run_1/flops_by_reg.png
Bar = 20 µm. Other sequential cells in the stronger grey, the rest of the logic in the fainter grey.
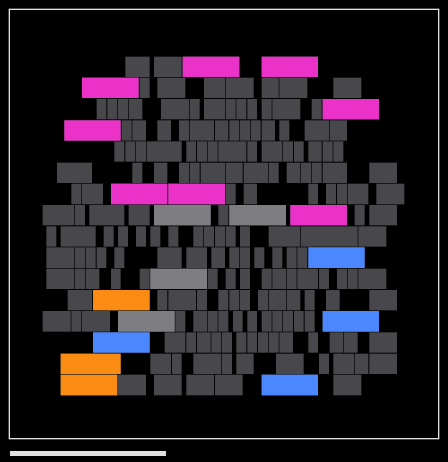
run_1/metal_density.png
11 x 11 tiles, from dark purple (low) to yellow (high), scaled to the fullest tile. Values are wire area over tile area, all layers added.
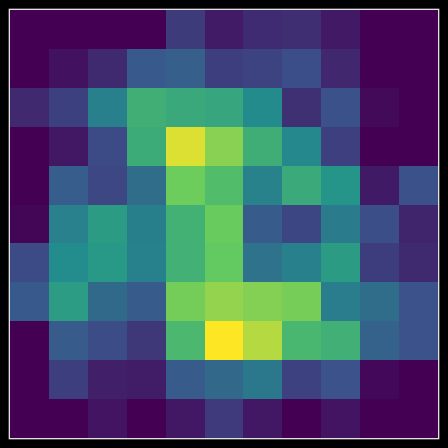
run_1/cell_density.png
Bar = 20 µm. 11 x 11 tiles, from dark purple (low) to yellow (high), 0 to 100% covered.
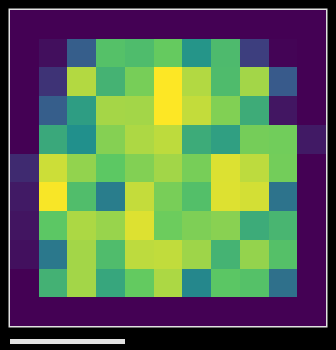
run_1/clocks.png
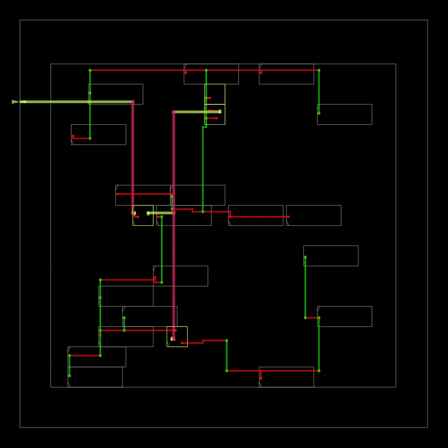
==> config.mk <==
export PLATFORM = sky130hd
export DESIGN_NAME = seq_detector_param
export DESIGN_NICKNAME = d
export VERILOG_FILES = /design/src/rtl/seq_pkg.sv /design/src/rtl/seq_hist_sreg.sv /design/src/rtl/seq_detector_param.sv
export SDC_FILE = /design/constraint.sdc
export NUM_CORES = 1
export LEC_CHECK = 0
export ABC_AREA = 1
export CORE_MARGIN = 4
export CORE_UTILIZATION = 50
export CTS_BUF_LIST = sky130_fd_sc_hd__clkbuf_4 sky130_fd_sc_hd__clkbuf_8
export DETAILED_ROUTE_END_ITERATION = 16
export PLACE_DENSITY = 0.85
export SYNTH_ARGS = -nofsm -noshare
export SYNTH_HDL_FRONTEND = slang
export SYNTH_SLANG_ARGS = --single-unit
==> constraint.sdc <==
create_clock -name clk -period 1.7 [get_ports clk]
set_input_delay 0.34 -clock clk [delete_from_list [all_inputs] [get_ports clk]]
set_output_delay 0.34 -clock clk [all_outputs]
set_load 0.005 [all_outputs]
==> src/rtl/seq_pkg.sv <==
// -----------------------------------------------------------------------------
// seq_pkg
// Shared definitions for the serial pattern-detection blocks.
//   PAT_DEFAULT  : pattern loaded at reset when no override is given
//                  (MSB is the first bit received)
//   ovl_mode_e   : encoding of the overlap-mode input
// -----------------------------------------------------------------------------
package seq_pkg;

    localparam logic [3:0] PAT_DEFAULT = 4'b1011;

    typedef enum logic {
        OVL_OFF = 1'b0,
        OVL_ON  = 1'b1
    } ovl_mode_e;

endpackage

==> src/rtl/seq_hist_sreg.sv <==
// -----------------------------------------------------------------------------
// seq_hist_sreg
// History shift register plus a saturating count of how many valid bits it
// holds.
// Ports:
//   clk, reset      clock, synchronous active-high reset
//   shift_en        shift din into the history this edge
//   din             serial data bit
//   flush           empty the history (wins over shift_en)
//   hist [PAT_W]    last PAT_W bits, newest in bit 0
//   fill            number of valid history bits, 0..PAT_W
// -----------------------------------------------------------------------------
module seq_hist_sreg #(
    parameter int PAT_W = 4
) (
    input  logic                         clk,
    input  logic                         reset,
    input  logic                         shift_en,
    input  logic                         din,
    input  logic                         flush,
    output logic [PAT_W-1:0]             hist,
    output logic [$clog2(PAT_W+1)-1:0]   fill
);

    localparam int FILL_W = $clog2(PAT_W + 1);
    localparam logic [FILL_W-1:0] FILL_MAX = FILL_W'(PAT_W);

    logic [PAT_W-1:0]  hist_d, hist_q;
    logic [FILL_W-1:0] fill_d, fill_q;

    // Fill saturates at PAT_W so it only ever says "the history is full".
    always_comb begin
        hist_d = hist_q;
        fill_d = fill_q;
        if (flush) begin
            hist_d = '0;
            fill_d = '0;
        end else if (shift_en) begin
            hist_d = {hist_q[PAT_W-2:0], din};
            if (fill_q != FILL_MAX) begin
                fill_d = fill_q + 1'b1;
            end
        end
    end

    always_ff @(posedge clk) begin
        if (reset) begin
            hist_q <= '0;
            fill_q <= '0;
        end else begin
            hist_q <= hist_d;
            fill_q <= fill_d;
        end
    end

    assign hist = hist_q;
    assign fill = fill_q;

endmodule

==> src/rtl/seq_detector_param.sv <==
// -----------------------------------------------------------------------------
// seq_detector_param
// Serial pattern detector with a runtime-loadable pattern. It works in
// overlapping or non-overlapping mode. It produces a one-cycle registered
// match pulse and keeps a saturating match count.
// Ports:
//   clk, reset   clock, synchronous active-high reset
//   din/din_vld  serial bit and its qualifier
//   overlap      1 = overlapping detection, 0 = non-overlapping
//   pat_load     load pat_in as the new pattern (discards history)
//   pat_in       new pattern, MSB = first bit
//   cnt_clr      clear match_cnt (wins over a same-edge increment)
//   match        one-cycle pulse after the completing bit
//   match_cnt    saturating number of matches
//   fill         valid history bits (debug)
//   pattern      currently active pattern
// -----------------------------------------------------------------------------
module seq_detector_param
    import seq_pkg::*;
#(
    parameter int               PAT_W   = 4,
    parameter logic [PAT_W-1:0] PAT_RST = PAT_W'(PAT_DEFAULT),
    parameter int               CNT_W   = 8
) (
    input  logic                         clk,
    input  logic                         reset,
    input  logic                         din,
    input  logic                         din_vld,
    input  logic                         overlap,
    input  logic                         pat_load,
    input  logic [PAT_W-1:0]             pat_in,
    input  logic                         cnt_clr,
    output logic                         match,
    output logic [CNT_W-1:0]             match_cnt,
    output logic [$clog2(PAT_W+1)-1:0]   fill,
    output logic [PAT_W-1:0]             pattern
);

    localparam int FILL_W = $clog2(PAT_W + 1);
    localparam logic [FILL_W-1:0] FILL_NEAR = FILL_W'(PAT_W - 1);
    localparam logic [CNT_W-1:0]  CNT_MAX   = '1;

    logic [PAT_W-1:0] hist;
    logic             hit;
    logic             flush;

    logic             match_d, match_q;
    logic [CNT_W-1:0] cnt_d, cnt_q;
    logic [PAT_W-1:0] pattern_d, pattern_q;

    // A match is judged on the incoming bit. The history must already hold
    // PAT_W-1 valid bits. A pattern load on the same edge suppresses it.
    assign hit = din_vld && !pat_load &&
                 ({hist[PAT_W-2:0], din} == pattern_q) &&
                 (fill >= FILL_NEAR);

    // In non-overlapping mode a match restarts collection from scratch.
    // Flushing the history as well as fill is harmless: by the time fill
    // allows another match, every compared bit has been shifted in fresh.
    assign flush = pat_load || (hit && (ovl_mode_e'(overlap) == OVL_OFF));

    seq_hist_sreg #(
        .PAT_W (PAT_W)
    ) u_hist (
        .clk      (clk),
        .reset    (reset),
        .shift_en (din_vld),
        .din      (din),
        .flush    (flush),
        .hist     (hist),
        .fill     (fill)
    );

    // The clear takes precedence, so a match on the clearing edge is not
    // counted. The counter sticks at all-ones instead of wrapping.
    always_comb begin
        match_d   = hit;
        pattern_d = pat_load ? pat_in : pattern_q;
        cnt_d     = cnt_q;
        if (cnt_clr) begin
            cnt_d = '0;
        end else if (hit && (cnt_q != CNT_MAX)) begin
            cnt_d = cnt_q + 1'b1;
        end
    end

    always_ff @(posedge clk) begin
        if (reset) begin
            match_q   <= 1'b0;
            cnt_q     <= '0;
            pattern_q <= PAT_RST;
        end else begin
            match_q   <= match_d;
            cnt_q     <= cnt_d;
            pattern_q <= pattern_d;
        end
    end

    assign match     = match_q;
    assign match_cnt = cnt_q;
    assign pattern   = pattern_q;

endmodule
==> impl_table.tex, run 1 <==
% Generated from flow reports
\begin{tabular}{lr}
\hline
Metric & Value \\
\hline
\multicolumn{2}{l}{\textbf{Status}} \\
Outcome & completed \\
\multicolumn{2}{l}{\textbf{Global route}} \\
Met2 Resource Use GR & roughly a third \\
Pin count of the biggest net entering global routing & 14 \\
Overall Global Routing Usage & 19.2\% \\
Initial antenna violation count & 0 \\
Vias in the first global route & 1034 \\
First-pass GRT wire length & 4.11 mm \\
\multicolumn{2}{l}{\textbf{Finish}} \\
Layout area overhead & 32.5\% \\
Fraction of final layout cells sized beyond drive strength 1 & a little over an eighth \\
Final design instance area without fill & 0.00146 mm² \\
Number of standard cells in the final layout excluding fillers & about 230 \\
\multicolumn{2}{l}{\textbf{Power}} \\
PD cells & 572 mW/mm² \\
Leakage power of the design & 0.645 nW \\
\multicolumn{2}{l}{\textbf{Die}} \\
Die Ht & 54.9 µm \\
Horizontal die dimension & 54.9 µm \\
\multicolumn{2}{l}{\textbf{STA}} \\
Achievable clock frequency & just over 0.6 GHz \\
TNS Setup & 0 ps \\
Slew at the pin closest to its max-slew limit & about 280 ps \\
Worst rel slew slack & $\sim$81\% \\
Final Skew & 1.72 ps \\
Setup slack after layout & 91.6 ps \\
\multicolumn{2}{l}{\textbf{Worst setup path}} \\
CP Data Required Time & between 1000 and 1500 ps \\
Critical Path End & match\_cnt[3] \\
Stage delay of the slowest cell on the critical path & $\sim$540 ps \\
Cells along the critical path & clkdlybuf4s50\_1 \\
Count of buffer and inverter cells on the critical path & 1 \\
Worst reg2reg path depth & 10 \\
\multicolumn{2}{l}{\textbf{Route}} \\
Via Count & 1091 \\
Detailed-route DRC error count & 0 \\
Average wire length per cell after detail routing & 11.1 µm \\
Met2 WL & 1.24 mm \\
Number of routed nets with antenna violations & 0 \\
Total wire length & 2.53 mm \\
\multicolumn{2}{l}{\textbf{Place}} \\
Total cell area at the placement stage & 0.00142 mm² \\
Placed Cells incl. Taps & around 220 \\
\multicolumn{2}{l}{\textbf{Min path}} \\
Startpoint of the tightest hold check path & match\_cnt[1]\$\_SDFFE\_PP0P\_ \\
\multicolumn{2}{l}{\textbf{Logic synthesis}} \\
Post-synthesis sequential area ratio & 34.6\% \\
FF+latch count, synth & 19 \\
Net count after synthesis & 181 \\
\multicolumn{2}{l}{\textbf{Run}} \\
MaxCap Viol Count & 0 \\
\multicolumn{2}{l}{\textbf{Clocking}} \\
Cell at the root of the clock tree & sky130\_fd\_sc\_hd\_\_clkbuf\_4 \\
\hline
\end{tabular}
About flops_by_reg.png:
| colour | signal | sequential cells |
|---|---|---|
| magenta | `match_cnt` | 8 |
| orange | `u_hist.fill` | 3 |
| blue | `pattern` | 4 |
not coloured: 4

About metal_density.png:
fullest tile: 0.45
emptiest ninth of the die: upper right
tiles over half the peak: 23%
densest ninth of the die: centre
mean over tiles: 0.13

About cell_density.png:
tiles over 75% full: 36%
densest ninth of the die: centre
nearly empty tiles: 30%
core outline area: 0.00202 mm²
floorplan utilization: 54.3%
Post-Route Utilization: 72.0%

About clocks.png:
clock buffers created by TritonCTS: 3
clock latency reported for the late side of the worst-skew pair: 300 ps
Clk power: 0.000253 W
clock sink count: 19
flip-flops: 19

==> run 1: cells in the final DEF, fill, tap and decap left out, drive strengths merged <==
master	count
mux2	1
nand3b	1
clkdlybuf4s50	26
ha	4
nand2	41
nand4	1
dfxtp	19
nor2	42
xor2	1
buf	7
mux2i	1
clkbuf	4
a21oi	13
o21ai	5
inv	24
nand3	10
==> run 1: report_power, final <==
| group | switching (W) | internal [W] |
|---|---|---|
| combinational | 0.0000548 | 0.0000613 |
| clock | 0.000145 | 0.000108 |
| sequential | 0.00000885 | 0.000454 |
| total | 0.000209 | 0.000623 |
==> run 1: Yosys cell counts, drive strengths merged <==
library cell	count	area share, %
buf	3	3.1
nand4	1	0.57
o21ai	5	2.6
dfxtp	19	35
nand3	10	5.0
ha	4	4.6
nand3b	1	0.68
inv	24	8.2
mux2i	1	0.91
a21oi	13	8.0
nand2	41	14
mux2	1	1.0
nor2	42	16
xor2	1	0.80
==> run 1: cell families after synthesis <==
family	Yosys count	share of synthesized area [%]
and+or+nand+nor	95	36.2
AOI/OAI and AO/OA	18	10.6
DFF	19	34.6
muxes	2	1.94
adders and majority gates	4	4.56
buffers and inverters	27	11.3
xor gates and xnor gates	1	0.797
==> run 1: sequential cells by signal (all words and copies together), names as in the netlist <==
register     count
u_hist.fill      3
u_hist.hist      3
match_cnt        8
pattern          4
match            1
==> run 1: layout make-up <==
cell class	instances	area, µm²	share of cell area, %
multi-input combinational	120	594	40.8
sequential	19	382	26.2
timing repair buffer	33	325	22.4
inverter	24	90.1	6.19
tap	27	33.8	2.32
clock buffer	4	30.0	2.06
==> run 1: repair_timing <==
item / 4_1_cts / 5_1_grt
setup endpoints to repair: 0 / 8
gates resized: 0 / 2
setup buffers: 0 / 0
hold endpoints to repair: 0 / 0
==> inputs of run 2 (changes only) <==
ABC_AREA = not set   (was 1)
CORE_UTILIZATION = 48   (was 50)
TNS_END_PERCENT = 100   (was not set)
clock period = 1.6 ns   (was 1.7 ns; I/O delays follow)
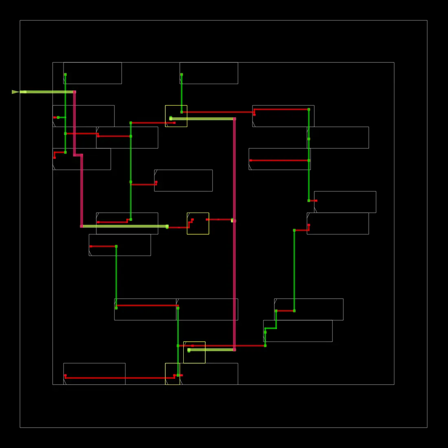
run_2/clocks.png
tally of clock buffers in the finished layout: 3
clock latency reported for the late side of the worst-skew pair: 310 ps

==> impl_table.tex, run 2 <==
% Generated from flow reports
\begin{tabular}{lr}
\hline
Metric & Value \\
\hline
\multicolumn{2}{l}{\textbf{Finish}} \\
Final design instance area without fill & 0.00154 mm² (+5.6\%) \\
Fraction of final layout cells sized beyond drive strength 1 & 38.9\% (+25 points) \\
Number of flip-flops in the largest register & 8 (unchanged) \\
Layout area overhead & 68.7\% \\
Most instantiated logic cells after routing & sky130\_fd\_sc\_hd\_\_buf\_4 (22), sky130\_fd\_sc\_hd\_\_nor2\_1 (15), sky130\_fd\_sc\_hd\_\_clkdlybuf4s50\_1 (12), sky130\_fd\_sc\_hd\_\_dfxtp\_2 (12), sky130\_fd\_sc\_hd\_\_dlymetal6s2s\_1 (9) \\
Top logic cell by instance count in the layout & sky130\_fd\_sc\_hd\_\_buf\_4 \\
\multicolumn{2}{l}{\textbf{Power}} \\
Internal power & 0.000649 W (+4.1\%) \\
PD cells & 565 mW/mm² (-1.2\%) \\
Clock share of power & 29.3\% (-1.1 points) \\
Sequential cell fraction of total power & 56.4\% (+0.8 points) \\
Proportion of total power due to net switching & 25.2\% (+0.11 points) \\
Comb power frac & 14.3\% (+0.3 points) \\
\multicolumn{2}{l}{\textbf{STA}} \\
Achievable clock frequency & approximately 0.55 GHz \\
Setup slack after layout & -227 ps (-319 ps) \\
Final tally of setup violations & 15 \\
Slew at the pin closest to its max-slew limit & 394 ps (+118 ps) \\
Final Skew & 4.38 ps (+2.66 ps) \\
TNS Setup & -1260 ps (-1260 ps) \\
\multicolumn{2}{l}{\textbf{Logic synthesis}} \\
Ranking of synthesized cells by area & sky130\_fd\_sc\_hd\_\_dfxtp\_1 (42\%), sky130\_fd\_sc\_hd\_\_xnor2\_1 (7.7\%), sky130\_fd\_sc\_hd\_\_nor2\_1 (7.0\%), sky130\_fd\_sc\_hd\_\_ha\_1 (5.5\%), sky130\_fd\_sc\_hd\_\_mux2i\_1 (5.5\%) \\
Share of the synthesized area in the top cell type & 41.8\% (+7.1 points) \\
Adder share & 5.49\% (+0.94 points) \\
Cell taking the most area after synthesis & sky130\_fd\_sc\_hd\_\_dfxtp\_1 \\
Top post-synthesis cells by count & sky130\_fd\_sc\_hd\_\_dfxtp\_1 (19), sky130\_fd\_sc\_hd\_\_nor2\_1 (17), sky130\_fd\_sc\_hd\_\_xnor2\_1 (8), sky130\_fd\_sc\_hd\_\_mux2i\_1 (5) \\
Commonest register cell after synthesis & sky130\_fd\_sc\_hd\_\_dfxtp\_1 \\
Proportion of synthesized area in mux cells & 5.49\% (+3.6 points) \\
Basic-gate share of the synthesized area counting and, or, nand and nor cells & 22.9\% (-13 points) \\
Net count after synthesis & 113 (-38\%) \\
Cell with the most instances after synthesis & sky130\_fd\_sc\_hd\_\_dfxtp\_1 \\
Post-synthesis sequential area ratio & 41.8\% (+7.1 points) \\
Flip-flops with a built-in enable & 0 (unchanged) \\
Synth Area in XOR/XNOR & 8.65\% (+7.9 points) \\
Post-synthesis compound-gate area fraction & 12.2\% (+1.6 points) \\
\multicolumn{2}{l}{\textbf{Die}} \\
Floorplan utilization & 51.6\% (-2.7 points) \\
Die Ht & 51.6 µm (-6.0\%) \\
\multicolumn{2}{l}{\textbf{Route}} \\
Number of routed nets with antenna violations & 0 (unchanged) \\
Average wire length per cell after detail routing & 15.7 µm (+41\%) \\
\multicolumn{2}{l}{\textbf{Global route}} \\
Overall Global Routing Usage & 21.0\% (+1.7 points) \\
Vias in the first global route & 973 (-5.9\%) \\
Initial antenna violation count & 0 (unchanged) \\
Pin count of the biggest net entering global routing & 12 (-2) \\
\multicolumn{2}{l}{\textbf{Run}} \\
MaxCap Viol Count & 0 (unchanged) \\
\multicolumn{2}{l}{\textbf{Worst setup path}} \\
CP Data Required Time & 1860 ps (+500 ps) \\
Count of buffer and inverter cells on the critical path & 2 (+1) \\
Stage delay of the slowest cell on the critical path & 370 ps (-170 ps) \\
\multicolumn{2}{l}{\textbf{Place}} \\
Total cell area at the placement stage & 0.00140 mm² (-2.0\%) \\
\multicolumn{2}{l}{\textbf{Status}} \\
Outcome & finished with violations \\
Violations in the final reports & negative setup slack \\
\multicolumn{2}{l}{\textbf{Clocking}} \\
Cell at the root of the clock tree & sky130\_fd\_sc\_hd\_\_clkbuf\_4 \\
\multicolumn{2}{l}{\textbf{Min path}} \\
Startpoint of the tightest hold check path & din\_vld \\
\hline
\end{tabular}
-- run 2: path summary, 6_finish.rpt --
check                                end  slack, ps  cells past startpoint
min          u_hist.hist[1]$_SDFFE_PP0P_        460                      4
min reg2reg  u_hist.hist[1]$_SDFFE_PP0P_        560                      2
max reg2reg    match_cnt[5]$_SDFFE_PP0P_       -230                      9
max            match_cnt[5]$_SDFFE_PP0P_       -230                      9
-- run 2: metrics by stage --
step / std cells / utilization [%]
5_1_grt: 174 / 87.1
3_3_place_gp: 168 / 79.1
3_5_place_dp: 168 / 79.1
2_1_floorplan: 98 / -
4_1_cts: 172 / 83.7
6_report: 174 / 87.1
-- run 2: power groups by stage --
stage                     Combinational (W)  Clock, W  Sequential [W]
after floorplan                   0.0000458         0        0.000501
after global placement             0.000117         0        0.000498
after detailed placement           0.000122         0        0.000498
after CTS                          0.000123  0.000255        0.000489
after global routing               0.000133  0.000278        0.000491
final                              0.000124  0.000254        0.000489
-- run 2: layer usage --
| metal | global-route usage, % | routed length (µm) | vias up |
|---|---|---|---|
| li1 | - | - | 447 |
| met1 | 25.0 | 1090 | 439 |
| met2 | 35.0 | 1410 | 42 |
| met3 | 4.01 | 140 | 14 |
| met4 | 11.8 | 94 | 0 |
| met5 | 0 | 0 | - |
-- run 2: layout make-up --
type / count / area (µm²)
Clock buffer: 3 / 22.5
Clock inverter: 1 / 5.00
Fill cell: 97 / 228
Inverter: 5 / 18.8
Multi-Input combinational cell: 71 / 592
Sequential cell: 19 / 403
Tap cell: 25 / 31.3
Timing Repair Buffer: 50 / 464
-- run 2: repair_timing --
action	4_1_cts	5_1_grt
buffers inserted	0	2
endpoints found under the setup margin	23	23
pin swaps	19	8
cloned	0	0
gates resized	21	18
Power figures rest on the tool's default switching activity, not on a simulated workload.
